**config.mk**
```make
export PLATFORM = sky130hd
export DESIGN_NAME = video_timing_gen_flat
export DESIGN_NICKNAME = d
export VERILOG_FILES = /design/src/rtl/video_timing_if.sv /design/src/rtl/video_timing_gen.sv /design/src/flat_wrapper.sv
export SDC_FILE = /design/constraint.sdc
export NUM_CORES = 1
export LEC_CHECK = 0
export CAP_MARGIN = 20
export CORE_AREA = 10 10 114 116
export CTS_CLUSTER_DIAMETER = 30
export DETAILED_ROUTE_END_ITERATION = 12
export DIE_AREA = 0 0 124 126
export PLACE_DENSITY = 0.54
export SKIP_LAST_GASP = 1
export SYNTH_ARGS = -nofsm -noshare
export SYNTH_HDL_FRONTEND = slang
export SYNTH_SLANG_ARGS = --single-unit
export TNS_END_PERCENT = 100
```
**constraint.sdc**
```tcl
create_clock -name pclk -period 3.7 [get_ports pclk]
set_input_delay 0.74 -clock pclk [delete_from_list [all_inputs] [get_ports pclk]]
set_output_delay 0.74 -clock pclk [all_outputs]
set_load 0.005 [all_outputs]
```
**src/rtl/video_timing_if.sv**
```systemverilog
// ----------------------------------------------------------------------------
// video_timing_if
// Raster timing bundle produced by video_timing_gen.
//   master : timing generator (drives every signal)
//   slave  : consumer (filter pipeline / line-buffer prefetch)
// Signals:
//   hsync, vsync      sync pulses at the generator's configured polarity
//   active            visible-area flag
//   x [XW], y [YW]    visible column/row, 0 outside the active area
//   line_start        one-ce pulse at x=0 of each visible line
//   frame_start       one-ce pulse at pixel (0,0)
//   frame_cnt [16]    frames completed (wrapping)
//   line_req          one-ce prefetch request for line req_line
//   req_line [YW]     line index, meaningful while line_req is high
// ----------------------------------------------------------------------------
interface video_timing_if #(
    parameter int XW = 10,
    parameter int YW = 10
);
    logic          hsync;
    logic          vsync;
    logic          active;
    logic [XW-1:0] x;
    logic [YW-1:0] y;
    logic          line_start;
    logic          frame_start;
    logic [15:0]   frame_cnt;
    logic          line_req;
    logic [YW-1:0] req_line;

    modport master (
        output hsync, vsync, active, x, y, line_start, frame_start,
               frame_cnt, line_req, req_line
    );

    modport slave (
        input  hsync, vsync, active, x, y, line_start, frame_start,
               frame_cnt, line_req, req_line
    );
endinterface

```
**src/rtl/video_timing_gen.sv**
```systemverilog
// ----------------------------------------------------------------------------
// video_timing_gen
// Parametrised raster timing generator. Free-running hcnt/vcnt counters
// (advanced on ce) are decoded into sync/active/coordinate/marker flags,
// which pass through 1+PIPE_DLY ce-qualified register stages so the raster
// outputs line up with the downstream filter pipeline. A separate,
// undelayed prefetch request (line_req/req_line) is raised LINE_LEAD pixels
// before each visible line starts.
// Ports:
//   pclk  in   pixel clock
//   rst   in   synchronous active-high reset (overrides ce)
//   ce    in   pixel enable; all state advances only when high
//   vif   master modport of video_timing_if carrying all timing outputs
// ----------------------------------------------------------------------------
module video_timing_gen #(
    parameter int H_VISIBLE = 640,
    parameter int H_FP      = 16,
    parameter int H_SYNC    = 96,
    parameter int H_BP      = 48,
    parameter int V_VISIBLE = 480,
    parameter int V_FP      = 10,
    parameter int V_SYNC    = 2,
    parameter int V_BP      = 33,
    parameter int HSYNC_POL = 0,
    parameter int VSYNC_POL = 0,
    parameter int PIPE_DLY  = 0,
    parameter int LINE_LEAD = 32
) (
    input  logic             pclk,
    input  logic             rst,
    input  logic             ce,
    video_timing_if.master   vif
);
    localparam int H_TOTAL = H_VISIBLE + H_FP + H_SYNC + H_BP;
    localparam int V_TOTAL = V_VISIBLE + V_FP + V_SYNC + V_BP;
    localparam int XW      = $clog2(H_TOTAL);
    localparam int YW      = $clog2(V_TOTAL);
    localparam int FCW     = 16;

    localparam logic [XW-1:0] H_LAST   = XW'(H_TOTAL - 1);
    localparam logic [XW-1:0] H_ACT    = XW'(H_VISIBLE);
    localparam logic [XW-1:0] HS_BEG   = XW'(H_VISIBLE + H_FP);
    localparam logic [XW-1:0] HS_END   = XW'(H_VISIBLE + H_FP + H_SYNC);
    localparam logic [XW-1:0] H_REQ    = XW'(H_TOTAL - LINE_LEAD);
    localparam logic [YW-1:0] V_LAST   = YW'(V_TOTAL - 1);
    localparam logic [YW-1:0] V_ACT    = YW'(V_VISIBLE);
    localparam logic [YW-1:0] VS_BEG   = YW'(V_VISIBLE + V_FP);
    localparam logic [YW-1:0] VS_END   = YW'(V_VISIBLE + V_FP + V_SYNC);
    localparam logic [YW-1:0] V_REQMAX = YW'(V_VISIBLE - 1);
    localparam logic          HP       = HSYNC_POL[0];
    localparam logic          VP       = VSYNC_POL[0];

    // Sync flags are carried as "asserted" and converted to pin polarity
    // only after the last stage, so an all-zero vector is the idle state.
    typedef struct packed {
        logic          hs;
        logic          vs;
        logic          act;
        logic [XW-1:0] x;
        logic [YW-1:0] y;
        logic          ls;
        logic          fs;
    } rast_t;

    logic [XW-1:0]  r_hcnt;
    logic [YW-1:0]  r_vcnt;
    rast_t          w_dec;
    rast_t          w_stage_in [PIPE_DLY+1];
    rast_t          r_pipe     [PIPE_DLY+1];
    logic [FCW-1:0] r_frame_cnt;
    logic           r_line_req;
    logic [YW-1:0]  r_req_line;
    logic           w_req_hit;

    // Raster counters
    always_ff @(posedge pclk) begin
        if (rst) begin
            r_hcnt <= '0;
            r_vcnt <= '0;
        end else if (ce) begin
            if (r_hcnt == H_LAST) begin
                r_hcnt <= '0;
                r_vcnt <= (r_vcnt == V_LAST) ? '0 : r_vcnt + 1'b1;
            end else begin
                r_hcnt <= r_hcnt + 1'b1;
            end
        end
    end

    // Stage-0 decode
    always_comb begin
        w_dec     = '0;
        w_dec.act = (r_hcnt < H_ACT) && (r_vcnt < V_ACT);
        w_dec.hs  = (r_hcnt >= HS_BEG) && (r_hcnt < HS_END);
        w_dec.vs  = (r_vcnt >= VS_BEG) && (r_vcnt < VS_END);
        w_dec.x   = w_dec.act ? r_hcnt : '0;
        w_dec.y   = w_dec.act ? r_vcnt : '0;
        w_dec.ls  = w_dec.act && (r_hcnt == '0);
        w_dec.fs  = (r_hcnt == '0) && (r_vcnt == '0);
    end

    always_comb begin
        w_stage_in[0] = w_dec;
        for (int k = 1; k <= PIPE_DLY; k++)
            w_stage_in[k] = r_pipe[k-1];
    end

    always_ff @(posedge pclk) begin
        if (rst) begin
            for (int k = 0; k <= PIPE_DLY; k++)
                r_pipe[k] <= '0;
        end else if (ce) begin
            for (int k = 0; k <= PIPE_DLY; k++)
                r_pipe[k] <= w_stage_in[k];
        end
    end

    // Counted as the frame_start pulse enters the output stage so the count
    // and the visible pulse change on the same ce edge.
    always_ff @(posedge pclk) begin
        if (rst)
            r_frame_cnt <= '0;
        else if (ce && w_stage_in[PIPE_DLY].fs)
            r_frame_cnt <= r_frame_cnt + 1'b1;
    end

    // Prefetch request: next line visible means either a visible line other
    // than the last follows, or the frame is about to wrap to line 0.
    assign w_req_hit = (r_hcnt == H_REQ) &&
                       ((r_vcnt < V_REQMAX) || (r_vcnt == V_LAST));

    always_ff @(posedge pclk) begin
        if (rst) begin
            r_line_req <= 1'b0;
            r_req_line <= '0;
        end else if (ce) begin
            r_line_req <= w_req_hit;
            if (w_req_hit)
                r_req_line <= (r_vcnt == V_LAST) ? '0 : r_vcnt + 1'b1;
        end
    end

    assign vif.hsync       = r_pipe[PIPE_DLY].hs ? HP : ~HP;
    assign vif.vsync       = r_pipe[PIPE_DLY].vs ? VP : ~VP;
    assign vif.active      = r_pipe[PIPE_DLY].act;
    assign vif.x           = r_pipe[PIPE_DLY].x;
    assign vif.y           = r_pipe[PIPE_DLY].y;
    assign vif.line_start  = r_pipe[PIPE_DLY].ls;
    assign vif.frame_start = r_pipe[PIPE_DLY].fs;
    assign vif.frame_cnt   = r_frame_cnt;
    assign vif.line_req    = r_line_req;
    assign vif.req_line    = r_req_line;
endmodule

```
**src/flat_wrapper.sv**
```systemverilog
// flat-port wrapper written by rule: the top's interface ports become plain ports
module video_timing_gen_flat 
#(
    parameter int H_VISIBLE = 640,
    parameter int H_FP      = 16,
    parameter int H_SYNC    = 96,
    parameter int H_BP      = 48,
    parameter int V_VISIBLE = 480,
    parameter int V_FP      = 10,
    parameter int V_SYNC    = 2,
    parameter int V_BP      = 33,
    parameter int HSYNC_POL = 0,
    parameter int VSYNC_POL = 0,
    parameter int PIPE_DLY  = 0,
    parameter int LINE_LEAD = 32
)
  (pclk, rst, ce, vif_hsync, vif_vsync, vif_active, vif_x, vif_y, vif_line_start, vif_frame_start, vif_frame_cnt, vif_line_req, vif_req_line);
  video_timing_if vif_i ();
  input  logic pclk;
  input  logic rst;
  input  logic ce;
  output wire logic [$bits(vif_i.hsync)-1:0] vif_hsync;
  output wire logic [$bits(vif_i.vsync)-1:0] vif_vsync;
  output wire logic [$bits(vif_i.active)-1:0] vif_active;
  output wire logic [$bits(vif_i.x)-1:0] vif_x;
  output wire logic [$bits(vif_i.y)-1:0] vif_y;
  output wire logic [$bits(vif_i.line_start)-1:0] vif_line_start;
  output wire logic [$bits(vif_i.frame_start)-1:0] vif_frame_start;
  output wire logic [$bits(vif_i.frame_cnt)-1:0] vif_frame_cnt;
  output wire logic [$bits(vif_i.line_req)-1:0] vif_line_req;
  output wire logic [$bits(vif_i.req_line)-1:0] vif_req_line;
  assign vif_hsync = vif_i.hsync;
  assign vif_vsync = vif_i.vsync;
  assign vif_active = vif_i.active;
  assign vif_x = vif_i.x;
  assign vif_y = vif_i.y;
  assign vif_line_start = vif_i.line_start;
  assign vif_frame_start = vif_i.frame_start;
  assign vif_frame_cnt = vif_i.frame_cnt;
  assign vif_line_req = vif_i.line_req;
  assign vif_req_line = vif_i.req_line;
  video_timing_gen #(.H_VISIBLE(H_VISIBLE), .H_FP(H_FP), .H_SYNC(H_SYNC), .H_BP(H_BP), .V_VISIBLE(V_VISIBLE), .V_FP(V_FP), .V_SYNC(V_SYNC), .V_BP(V_BP), .HSYNC_POL(HSYNC_POL), .VSYNC_POL(VSYNC_POL), .PIPE_DLY(PIPE_DLY), .LINE_LEAD(LINE_LEAD)) u_core (.pclk(pclk), .rst(rst), .ce(ce), .vif(vif_i));
endmodule
```
Figure 1. Placement view.
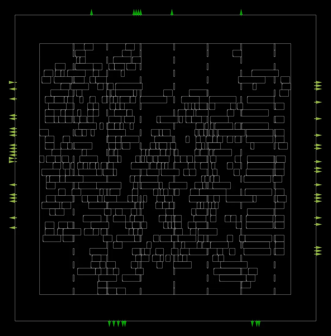
Util after Layout: 41.3%
core area: 10,700 um^2
num rows: 38

Figure 2. Signal wires by layer.
(3 px per um) Two of the layers only.
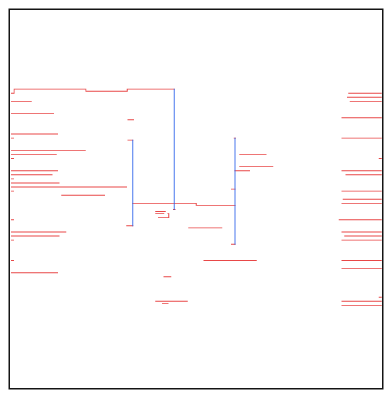
Key: M3 = red [wire length 635 um]; M4 = blue [wire length 104 um]
Post-Route WL: 8.44 mm
Routed WL per cell: 15.2 um
total number of vias: 2,792
Overall Global Routing Usage: 10.9%

Figure 3. I/O nets highlighted.
(4 px per um)
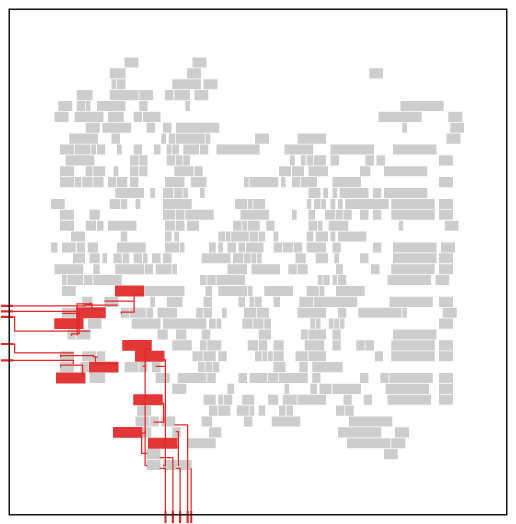
Key: vif_req_line = red [bits 10, direction output, edge 5 left, 5 bottom, end cells 10, buffers 10, wire 336 um]
I/O pin cnt: 55
tally of buffers added on design ports: 54

metal layers:
layer	vias up	GRT usage (%)	wire length (um)	share of wire, %
li1	1410	-	-	-
met1	1298	15.3	4170	49
met2	74	15.5	3530	42
met3	10	2.99	634	7.5
met4	0	3.86	104	1.2
met5	-	0	0	0
kinds of logic (layout without fill, tap and decap cells):
kind of cell	Yosys count	after routing
flip-flops	72	72
adder cells (fa/ha/maj)	5	5
buffers and inverters	55	84
AND-OR/OR-AND	49	49
AND/OR/NAND/NOR	174	174
other	1	1
XOR/XNOR	9	9
multiplexers	20	20
power by group through the flow:
stage	clock network, mW	logic, mW	registers (mW)
CTS	0.773	0.102	0.843
detailed placement	0	0.101	0.862
finish	0.760	0.0988	0.843
global placement	0	0.100	0.862
global route	0.806	0.111	0.846
floorplan	0	0.0646	0.861
==> impl_metrics.yaml <==
# synthesis and place-and-route metrics
status:
  status: "completed"
synth:
  mux_share_pct: 5.79
  edf_count: 25
  ys_sh_xor_pct: 2.13
  netlist_area_um2: 3690
  ys_sh_adder_pct: 1.69
  aoi_share_pct: 9.39
  top_logic_kind: "simple AND/OR/NAND/NOR gates"
  common_cells: "47 x dfxtp_1, 26 x nor2_1, 25 x edfxtp_1"
  ys_chip_area_um2: 3690
final_timing:
  period_needed_ps: 2720
  holdWs_ps: 484
  max_clock_freq_ghz: 0.367
  slew_headroom_pct: 45.9
  rsz0062_at_grt: "no"
  finalClockSkew_ps: 6.41
  min_period_over_period_pct: 73.6
placement:
  dp_slack_ps: 821
  post-dp-hpwl_mm: 6.04
  place_area_um2: 4170
finish:
  drive_gt1_share_pct: 9.66
  syn_to_final_growth_pct: 19.6
  nets: 417
  sh_seq_area_pct: 38.3
  largest-register: "u_core.r_pipe"
  dominant-cell-class: "combinational gates"
  final_cell_mix: "53 x clkdlybuf4s50_1, 47 x dfxtp_1, 26 x nor2_1, 25 x edfxtp_1, 23 x nand2_1"
  sh_comb_area_pct: 38.6
  multi_input_comb_cells: 258
  fillers: 1087
clock_tree:
  post_cts_buffers: 0
  cts.sinks: 72
  clk_latency_ps: 340
  ctsResizeCount: 0
  cts_buffers: 9
  cts_hold_buffers: 0
flow_run:
  warnings: 28
power:
  power.share.sequential_pct: 49.5
  ir_drop_mv: 0.154
  netSwitchingFraction_pct: 21.9
  clockPowerShare_pct: 44.7
  p_comb_share_pct: 5.8
  p_per_area_nw_per_um2: 386
worst_setup_path:
  reg2reg_from: "u_core.r_hcnt[4]"
  crit_family: "simple AND/OR/NAND/NOR gates"
  reg2regPathDepth: 4
  crit_buf_inv: 0
  start_kind: "flop"
  cp-startpoint: "u_core.r_hcnt[4]"
  path_class: "flop to flop"
  crit_slowest_cell: "nor4_1"
  required_ps: 3930
  setup.worst_path.end: "u_core.vif.req_line[6]"
detailed_routing:
  drt_iter0_drc: 146
  drtPass1Iterations: 4
  routed_via_density: 5.04
global_route:
  antenna_found_initial: 0
  grt_overflow_total: 0
die:
  die_area_um2: 15600
  die_width_um: 124
  nWellTaps: 140
min_path:
  whs_path_depth: 2
Power is estimated from default activity; no workload was simulated.
